Figure 1. Metal 2 (run 1).
The bar under the picture is 20 um long.
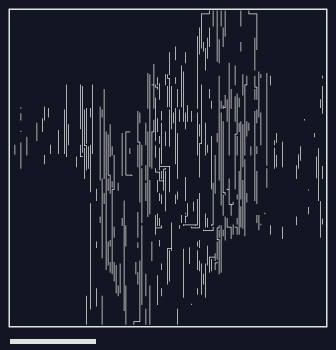
Figure 2. Supply network (run 1).
Pins as bars on the die edge. Tap cells in grey.
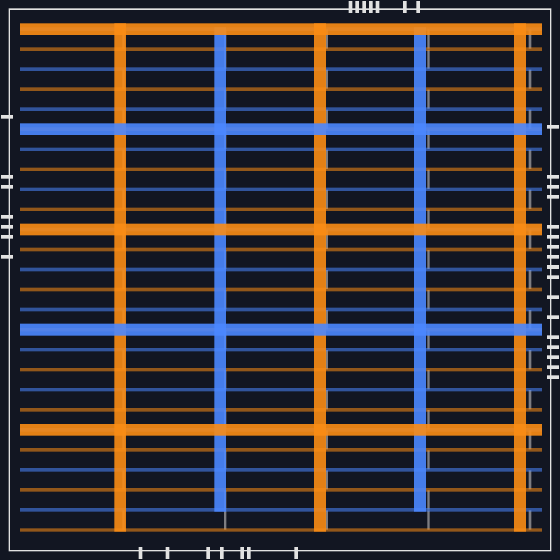
Figure 3. Placement view (run 1).
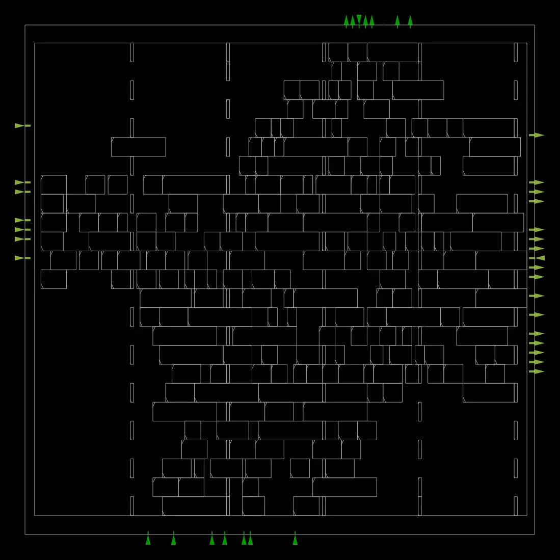
===== config.mk =====
export PLATFORM = sky130hd
export DESIGN_NAME = multicycle_cu
export DESIGN_NICKNAME = d
export VERILOG_FILES = /design/src/rtl/mips_ctrl_pkg.sv /design/src/rtl/multicycle_cu_alu_decoder.sv /design/src/rtl/multicycle_cu.sv
export SDC_FILE = /design/constraint.sdc
export NUM_CORES = 1
export LEC_CHECK = 0
export CAP_MARGIN = 20
export CORE_UTILIZATION = 25
export DETAILED_ROUTE_END_ITERATION = 6
export GPL_ROUTABILITY_DRIVEN = 0
export SLEW_MARGIN = 20
export SYNTH_ARGS = -nofsm -noshare
export SYNTH_HDL_FRONTEND = slang
export SYNTH_SLANG_ARGS = --single-unit
export TNS_END_PERCENT = 100

===== constraint.sdc =====
create_clock -name clk -period 2.7 [get_ports clk]
set_clock_uncertainty 0.05 [all_clocks]
set_input_delay 0.54 -clock clk [delete_from_list [all_inputs] [get_ports clk]]
set_output_delay 0.54 -clock clk [all_outputs]
set_load 0.05 [all_outputs]

===== src/rtl/mips_ctrl_pkg.sv =====
// Shared constants for the multi-cycle MIPS control path: opcodes, funct
// codes, ALU operation codes, datapath mux encodings and the FSM states.
package mips_ctrl_pkg;

  // Opcodes
  localparam logic [5:0] OP_RTYPE = 6'b000000;
  localparam logic [5:0] OP_J     = 6'b000010;
  localparam logic [5:0] OP_BEQ   = 6'b000100;
  localparam logic [5:0] OP_BNE   = 6'b000101;
  localparam logic [5:0] OP_ADDI  = 6'b001000;
  localparam logic [5:0] OP_SLTI  = 6'b001010;
  localparam logic [5:0] OP_ANDI  = 6'b001100;
  localparam logic [5:0] OP_ORI   = 6'b001101;
  localparam logic [5:0] OP_LW    = 6'b100011;
  localparam logic [5:0] OP_SW    = 6'b101011;

  // R-type funct codes
  localparam logic [5:0] FN_ADD = 6'b100000;
  localparam logic [5:0] FN_SUB = 6'b100010;
  localparam logic [5:0] FN_AND = 6'b100100;
  localparam logic [5:0] FN_OR  = 6'b100101;
  localparam logic [5:0] FN_SLT = 6'b101010;

  // ALU operations
  localparam logic [2:0] ALU_AND = 3'b000;
  localparam logic [2:0] ALU_OR  = 3'b001;
  localparam logic [2:0] ALU_ADD = 3'b010;
  localparam logic [2:0] ALU_SUB = 3'b110;
  localparam logic [2:0] ALU_SLT = 3'b111;

  // ALU B-input select
  localparam logic [1:0] SRCB_RT      = 2'b00;
  localparam logic [1:0] SRCB_FOUR    = 2'b01;
  localparam logic [1:0] SRCB_IMM     = 2'b10;
  localparam logic [1:0] SRCB_IMM_SH2 = 2'b11;

  // Next-PC select
  localparam logic [1:0] PC_SRC_ALU    = 2'b00;
  localparam logic [1:0] PC_SRC_ALUOUT = 2'b01;
  localparam logic [1:0] PC_SRC_JUMP   = 2'b10;

  // ALU decoder class select
  localparam logic [1:0] ALU_CLS_FETCH  = 2'd0;
  localparam logic [1:0] ALU_CLS_BRANCH = 2'd1;
  localparam logic [1:0] ALU_CLS_R      = 2'd2;
  localparam logic [1:0] ALU_CLS_I      = 2'd3;

  typedef enum logic [3:0] {
    S_FETCH   = 4'd0,
    S_DECODE  = 4'd1,
    S_MEM_ADR = 4'd2,
    S_MEM_RD  = 4'd3,
    S_MEM_WB  = 4'd4,
    S_MEM_WR  = 4'd5,
    S_R_EXEC  = 4'd6,
    S_R_WB    = 4'd7,
    S_BRANCH  = 4'd8,
    S_I_EXEC  = 4'd9,
    S_I_WB    = 4'd10,
    S_JUMP    = 4'd11
  } state_t;

  // True for the R-type funct codes this control unit implements.
  function automatic logic is_r_funct(input logic [5:0] funct);
    logic ok;
    case (funct)
      FN_ADD, FN_SUB, FN_AND, FN_OR, FN_SLT: ok = 1'b1;
      default:                               ok = 1'b0;
    endcase
    return ok;
  endfunction

endpackage


===== src/rtl/multicycle_cu_alu_decoder.sv =====
// Combinational ALU operation decoder: picks the ALU op from the latched
// opcode/funct according to which class of state is using the ALU.
module alu_decoder
  import mips_ctrl_pkg::*;
(
  input  logic [1:0] alu_cls,
  input  logic [5:0] op_code,
  input  logic [5:0] op_funct,
  output logic [2:0] alu_op
);

  // Select ALU operation by state class, then by funct or opcode.
  always_comb begin
    alu_op = ALU_ADD;
    case (alu_cls)
      ALU_CLS_BRANCH: alu_op = ALU_SUB;
      ALU_CLS_R: begin
        case (op_funct)
          FN_ADD:  alu_op = ALU_ADD;
          FN_SUB:  alu_op = ALU_SUB;
          FN_AND:  alu_op = ALU_AND;
          FN_OR:   alu_op = ALU_OR;
          FN_SLT:  alu_op = ALU_SLT;
          default: alu_op = ALU_ADD;
        endcase
      end
      ALU_CLS_I: begin
        case (op_code)
          OP_ADDI: alu_op = ALU_ADD;
          OP_SLTI: alu_op = ALU_SLT;
          OP_ANDI: alu_op = ALU_AND;
          OP_ORI:  alu_op = ALU_OR;
          default: alu_op = ALU_ADD;
        endcase
      end
      default: alu_op = ALU_ADD;
    endcase
  end

endmodule


===== src/rtl/multicycle_cu.sv =====
// Multi-cycle MIPS control unit. Moore FSM sequencing fetch, decode,
// execute, memory and write-back with memory wait states. Outputs are
// decoded from the state (plus mem_ready/zero_in where noted) and are
// forced to zero while rst is high so no strobe survives a reset.
module multicycle_cu
  import mips_ctrl_pkg::*;
#(
  parameter bit EN_JUMP      = 1'b1,
  parameter bit EN_IMM_LOGIC = 1'b1
) (
  input  logic       clk,
  input  logic       rst,
  input  logic [5:0] op_code,
  input  logic [5:0] op_funct,
  input  logic       zero_in,
  input  logic       mem_ready,
  output logic       iord,
  output logic       mem_read,
  output logic       mem_write,
  output logic       ir_write,
  output logic       reg_dst,
  output logic       reg_write,
  output logic       mem_to_reg,
  output logic       alu_src_a,
  output logic [1:0] alu_src_b,
  output logic [2:0] alu_op,
  output logic [1:0] pc_src,
  output logic       pc_en,
  output logic       illegal,
  output logic       instr_done,
  output logic [3:0] state_o
);

  state_t     state_r;
  logic [5:0] op_r;
  logic [5:0] funct_r;
  state_t     dec_next_s;
  logic       dec_illegal_s;
  logic [1:0] alu_cls_s;
  logic [2:0] alu_dec_op_s;

  // Decode the freshly loaded IR (live inputs) into the post-DECODE state.
  always_comb begin
    dec_next_s    = S_FETCH;
    dec_illegal_s = 1'b0;
    case (op_code)
      OP_LW, OP_SW:     dec_next_s = S_MEM_ADR;
      OP_BEQ, OP_BNE:   dec_next_s = S_BRANCH;
      OP_ADDI, OP_SLTI: dec_next_s = S_I_EXEC;
      OP_RTYPE: begin
        if (is_r_funct(op_funct)) begin
          dec_next_s = S_R_EXEC;
        end else begin
          dec_illegal_s = 1'b1;
        end
      end
      OP_ANDI, OP_ORI: begin
        if (EN_IMM_LOGIC) begin
          dec_next_s = S_I_EXEC;
        end else begin
          dec_illegal_s = 1'b1;
        end
      end
      OP_J: begin
        if (EN_JUMP) begin
          dec_next_s = S_JUMP;
        end else begin
          dec_illegal_s = 1'b1;
        end
      end
      default: dec_illegal_s = 1'b1;
    endcase
  end

  // State register and opcode/funct latch; unreachable codes fall back to FETCH.
  always_ff @(posedge clk or posedge rst) begin
    if (rst) begin
      state_r <= S_FETCH;
      op_r    <= 6'd0;
      funct_r <= 6'd0;
    end else begin
      case (state_r)
        S_FETCH:   if (mem_ready) state_r <= S_DECODE;
        S_DECODE: begin
          op_r    <= op_code;
          funct_r <= op_funct;
          state_r <= dec_next_s;
        end
        S_MEM_ADR: state_r <= (op_r == OP_LW) ? S_MEM_RD : S_MEM_WR;
        S_MEM_RD:  if (mem_ready) state_r <= S_MEM_WB;
        S_MEM_WR:  if (mem_ready) state_r <= S_FETCH;
        S_R_EXEC:  state_r <= S_R_WB;
        S_I_EXEC:  state_r <= S_I_WB;
        default:   state_r <= S_FETCH;
      endcase
    end
  end

  // Choose which ALU decode rule applies in the current state.
  always_comb begin
    case (state_r)
      S_BRANCH: alu_cls_s = ALU_CLS_BRANCH;
      S_R_EXEC: alu_cls_s = ALU_CLS_R;
      S_I_EXEC: alu_cls_s = ALU_CLS_I;
      default:  alu_cls_s = ALU_CLS_FETCH;
    endcase
  end

  alu_decoder u_alu_decoder (
    .alu_cls  (alu_cls_s),
    .op_code  (op_r),
    .op_funct (funct_r),
    .alu_op   (alu_dec_op_s)
  );

  // Moore output decode; everything held at zero during reset.
  always_comb begin
    iord       = 1'b0;
    mem_read   = 1'b0;
    mem_write  = 1'b0;
    ir_write   = 1'b0;
    reg_dst    = 1'b0;
    reg_write  = 1'b0;
    mem_to_reg = 1'b0;
    alu_src_a  = 1'b0;
    alu_src_b  = SRCB_RT;
    alu_op     = 3'b000;
    pc_src     = PC_SRC_ALU;
    pc_en      = 1'b0;
    illegal    = 1'b0;
    instr_done = 1'b0;
    state_o    = 4'd0;
    if (rst) begin
      state_o = 4'd0;
    end else begin
      state_o = state_r;
      case (state_r)
        S_FETCH: begin
          mem_read  = 1'b1;
          alu_src_b = SRCB_FOUR;
          alu_op    = alu_dec_op_s;
          ir_write  = mem_ready;
          pc_en     = mem_ready;
        end
        S_DECODE: begin
          alu_src_b  = SRCB_IMM_SH2;
          alu_op     = alu_dec_op_s;
          illegal    = dec_illegal_s;
          instr_done = dec_illegal_s;
        end
        S_MEM_ADR: begin
          alu_src_a = 1'b1;
          alu_src_b = SRCB_IMM;
          alu_op    = alu_dec_op_s;
        end
        S_MEM_RD: begin
          iord     = 1'b1;
          mem_read = 1'b1;
        end
        S_MEM_WB: begin
          mem_to_reg = 1'b1;
          reg_write  = 1'b1;
          instr_done = 1'b1;
        end
        S_MEM_WR: begin
          iord       = 1'b1;
          mem_write  = 1'b1;
          instr_done = mem_ready;
        end
        S_R_EXEC: begin
          alu_src_a = 1'b1;
          alu_src_b = SRCB_RT;
          alu_op    = alu_dec_op_s;
        end
        S_R_WB: begin
          reg_dst    = 1'b1;
          reg_write  = 1'b1;
          instr_done = 1'b1;
        end
        S_BRANCH: begin
          alu_src_a  = 1'b1;
          alu_src_b  = SRCB_RT;
          alu_op     = alu_dec_op_s;
          pc_src     = PC_SRC_ALUOUT;
          pc_en      = ((op_r == OP_BEQ) & zero_in) | ((op_r == OP_BNE) & ~zero_in);
          instr_done = 1'b1;
        end
        S_I_EXEC: begin
          alu_src_a = 1'b1;
          alu_src_b = SRCB_IMM;
          alu_op    = alu_dec_op_s;
        end
        S_I_WB: begin
          reg_write  = 1'b1;
          instr_done = 1'b1;
        end
        S_JUMP: begin
          pc_src     = PC_SRC_JUMP;
          pc_en      = 1'b1;
          instr_done = 1'b1;
        end
        default: begin
          state_o = state_r;
        end
      endcase
    end
  end

endmodule

==> results.yml, run 1 <==
# yosys + openroad results
final_layout:
  regArea_sq_um: 400
  final_cell_mix: "buf_4, dfrtp_1, buf_12"
  fill_cells: 488
  drive_above_1_share_pct: 35.6
  final_util_pct: 44.5
drt:
  wl_per_cell_um: 12.8
  drt_iter0_drc: 101
  ant_nets: 0
  vias: 1310
setup_path:
  slowest_stage: "clkdlybuf4s50_1"
  arrival_ns: 2.04
  slowest_delay_ns: 0.54
  crit_path_end_kind: "primary output"
  startpoint_type: "input port"
  crit_type: "input port to primary output"
floorplan:
  ios: 38
  die_area_sq_um: 5370
final_timing:
  hold_viol_final: 0
  slew_viol_final: 0
  finalSetupViolCount: 0
  rsz0062_at_grt: "no"
  slew_headroom_pct: 74.7
  tightest_slew_ns: 0.376
global_routing:
  grt-ovfl-total: 0
  grt_usage_pct: 14.6
  grt_pass1_wl_mm: 6.02
  grt_pass1_vias: 1271
outcome:
  outcome: "finished clean"
job:
  warnings: 27
synthesis:
  synth_cell_type_count: 47
  fp_nets: 162
  top_cell_area_share_pct: 31.5
  synth_async_sr_flop_share_pct: 100
  yosys.area.top_type: "dfrtp_1"
  ys_seq_elements: 16
  syn-instance-count: 146
  syn_area_sq_um: 1270
clock_tree:
  clk_path_buf_depth: 2
  cts_tree: "built"
  htree_num_levels: 1
  clkLatencyLatePin_ns: 0.25
  numCtsBuffers: 3
place:
  detailed_place_hpwl_mm: 2.77
power:
  p_per_area_nw_per_um2: 800
About Figure 1:
194 nets have wire on it. The wires run mostly vertical. The layer carries 1,680 um of wire.
met2 GRT Util: 24.3%
final wirelength: 3.47 mm

About Figure 2:
Orange is VSS. Blue is VDD.
The core has 25 rows. 38 signal pins sit on the boundary. 67 tap cells.
peak supply drop: 346 uV
CORE AREA: 4820 sq um
Die X: 73.3 um
Die H: 73.3 um

About Figure 3:
num tapcells: 67
Seq cells: 16
# rows: 25
Non-Filler Instances: 272

[run 1: synthesized netlist by cell type (3+ instances only)]
master	instances
buf_2	3
mux2_1	6
dfrtp_1	16
a21oi_1	6
nor2_1	11
nor4_1	3
nand4_1	3
nor3_1	7
and3_1	3
nor3b_1	5
nor2b_1	13
nand2b_1	5
mux2_2	6
a31oi_1	3
mux2i_1	3
inv_1	5
nand2_1	8
o21ai_0	5
[run 1: timing repair]
| item | CTS | global route |
|---|---|---|
| buffers inserted | 2 | 2 |
| gates resized | 12 | 6 |
| pin swaps | 5 | 5 |
| hold buffers | 0 | 0 |
| gates cloned | 0 | 0 |
| endpoints found under the setup margin | 2 | 2 |
[run 1: metal layers]
metal,GRT usage [%],vias to the layer above,share of wire [%]
met4,5.34,0,1.7
met2,24.3,32,48
met1,19.1,609,47
met3,2.47,6,3.6
met5,0,-,0
li1,-,663,-
[run 1: path summary, 6_finish.rpt]
path	from	to	slack, ns	cells past startpoint
worst max-delay path	rst	ir_write	0.07	5
worst min-delay path	funct_r[5]	funct_r[5]	0.43	1
worst max register to register	state_r[1]	op_r[2]	0.87	5
worst min register to register	funct_r[5]	funct_r[5]	0.43	1
max in group asynchronous	rst	funct_r[1]	1.58	3
min in group asynchronous	rst	state_r[0]	0.83	3
[run 1: worst max-delay path: cells and delay by family]
family,cells,cell delay [ns]
buf+inv,2,0.68
simple gates,3,0.82
[run 1: area by class of cell]
class	count	area share, %
Multi-Input combinational cell	117	41.8
Timing Repair Buffer	63	32.0
Sequential cell	16	18.7
Tap cell	67	3.91
Clock buffer	4	2.57
Inverter	5	1.05
[run 1: kinds of logic after synthesis]
| logic type | after synthesis | share of synthesized area [%] |
|---|---|---|
| and+or+nand+nor | 67 | 31.4 |
| AOI/OAI and AO/OA | 33 | 18.3 |
| DFF | 16 | 31.5 |
| muxes | 15 | 13.0 |
| buffers and inverters | 13 | 4.43 |
| xor gates and xnor gates | 2 | 1.38 |
[run 1: through the flow]
step                std cells  setup slack [ns]
floorplan                 146            -0.252
CTS                       270            0.0174
finish                    272            0.0683
global placement          265            -0.236
global route              272           0.00100
detailed placement        265            -0.271
[run 1: flip-flops by register name, summed over array words and instances, names as in the netlist]
signal	flops
op_r	6
state_r	4
funct_r	6
[run 1: where the power goes]
part,leakage [uW],switching (uW),internal [uW]
Clock,0.0000288,82.5,129
Combinational,0.000664,560,483
Sequential,0.000194,111,350
Total,0.000887,753,962
## Run 2: what changed since run 1
- CTS_CLUSTER_SIZE: not set -> 25
- clock period: 2.7 -> 2.21 ns (I/O delays scaled with it)
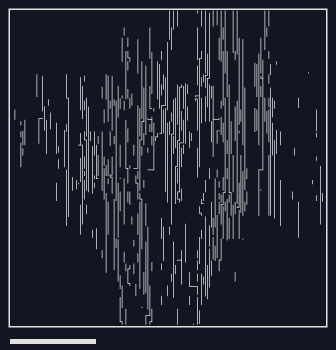
Figure 4: run 2, metal 2.
The bar under the picture is 20 um long.
The layer holds 50% of the routed length. The layer carries 2,100 um of wire.
via count: 1,475
met2 GRT Util: 28.7%
final wirelength: 4.18 mm

==> run 2 against run 1 <==
  * The flow now finishes with violations (negative setup slack)
  * Hold slack worse by 0.028 ns
  * Register-to-register slack worse by 0.47 ns
  * Setup slack worse by 0.16 ns
  * First-iteration DRC count down 26%
  * Clock-buffer cell count unchanged
  * Design area up 19%
  * Routed wire length up 20%
  * Largest power group unchanged
  * Highest routed layer unchanged
==> results.yml, run 2 <==
# yosys + openroad results
outcome:
  violations: "negative setup slack"
  outcome: "finished with violations"
setup_path:
  rr_worst_depth: 5
  crit_path_end_kind: "primary output"
  startpoint_type: "input port"
  regToRegEndpoint: "op_r[5]"
  crit_type: "input port to primary output"
final_timing:
  slew_viol_final: 0
  finalSetupViolCount: 3
  fin_ws_ns: -0.0918
  tightest_slew_ns: 0.360
synthesis:
  synth_async_sr_flop_share_pct: 100
  synth_dominant_cell_count: "dfrtp_1"
  syn-instance-count: 146
  fp_nets: 162
global_routing:
  grt-ovfl-total: 0
  grt_pass1_vias: 1427
drt:
  wl_per_cell_um: 13.9
  routed-wl-met3_um: 146
  met2WireLength_mm: 2.10
final_layout:
  drive_above_1_share_pct: 55.1
  reg.largest.list: "funct_r x6, op_r x6, state_r x4"
  final_cell_mix: "buf_4, buf_12, dfrtp_1"
  regArea_sq_um: 405
  final_util_pct: 52.9
min_path:
  hold_start: "op_funct[2]"
  hold_depth: 2
power:
  peakVddDrop_uv: 367
clock_tree:
  cts_hold_buffers: 0
  clk_path_buf_depth: 2
  cts_tree: "built"
floorplan:
  core_sq_um: 4820
  rows: 25
  die_w_um: 73.3
  die_area_sq_um: 5370
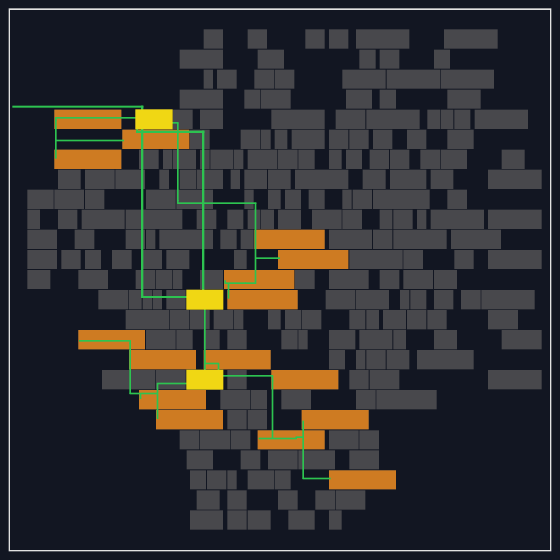
Figure 5: run 2, clock wires, drivers and flops.
Orange is flip-flops, count 16. Green is clock wires, length 242 um. Yellow is clock drivers, count 3.
There are 4 routed clock nets.
power in the clock group: 258 uW
clock power share: 10.7%
clk_lat worst skew: 0.25 ns

run 2: cell types whose count changed in the layout (fill, tap and decap cells not counted), sizes merged:
cell           delta
clkbuf            +1
inv               -1
dlygate4sd2       +2
clkdlybuf4s50     -6
clkinvlp          +1
clkdlybuf4s15     +1
dlymetal6s2s      -1
buf              +32
run 2: per-stage QoR:
step	setup TNS (ns)	power [uW]
after floorplan	-0.832	1420
after global placement	-1.57	1980
after detailed placement	-1.71	2000
after CTS	-0.299	2330
after global routing	-0.471	2570
final	-0.159	2420
run 2: worst max-delay path: stages:
cell and delay (ns):
buf_6 0.09, or4_4 0.53, nor3_4 0.19, a211oi_4 0.13
a211oi_4 0.25, buf_12 0.17
run 2: worst max-delay path by stage:
stage                           from  slack (ns)  cells after the start          to
after floorplan           state_r[1]       -0.33                      4    ir_write
after global placement    op_code[0]       -0.50                      7  instr_done
after detailed placement  op_code[0]       -0.51                      7  instr_done
after CTS                 op_code[4]       -0.18                      6  instr_done
after global routing      state_r[1]       -0.12                      6  instr_done
final                     op_code[3]       -0.09                      6  instr_done
run 2: kinds of logic (layout without fill, tap and decap cells):
group / count (synthesis) / after routing / share of synthesized area (%)
compound gates: 33 / 33 / 18.3
xor+xnor: 2 / 2 / 1.38
buf+inv: 13 / 101 / 4.43
flops: 16 / 16 / 31.5
mux: 15 / 15 / 13.0
simple gates: 67 / 67 / 31.4
run 2: cell type report:
| class | instances | area share (%) |
|---|---|---|
| sequential | 16 | 15.9 |
| inverter | 5 | 1.03 |
| clock buffer | 4 | 2.16 |
| tap | 67 | 3.29 |
| multi-input combinational | 117 | 40.3 |
| timing repair buffer | 92 | 37.3 |
run 2: per-layer routing:
metal | global-route usage, % | up-vias
met5 | 0 | -
met4 | 6.62 | 0
met3 | 2.19 | 10
met2 | 28.7 | 39
met1 | 21.0 | 702
li1 | - | 724
run 2: report_power, final:
group	total, uW	internal (uW)	switching, uW
clock network	258	158	100
registers	562	431	131
logic	1600	787	815
total	2420	1380	1050
run 2: repair_timing:
item | 4_1_cts | 5_1_grt
resized | 41 | 25
pin swaps | 13 | 16
buffers inserted | 14 | 5
endpoints found under the setup margin | 12 | 12
gates cloned | 0 | 1
No activity file was given, so power comes from the tool's default toggle rates.
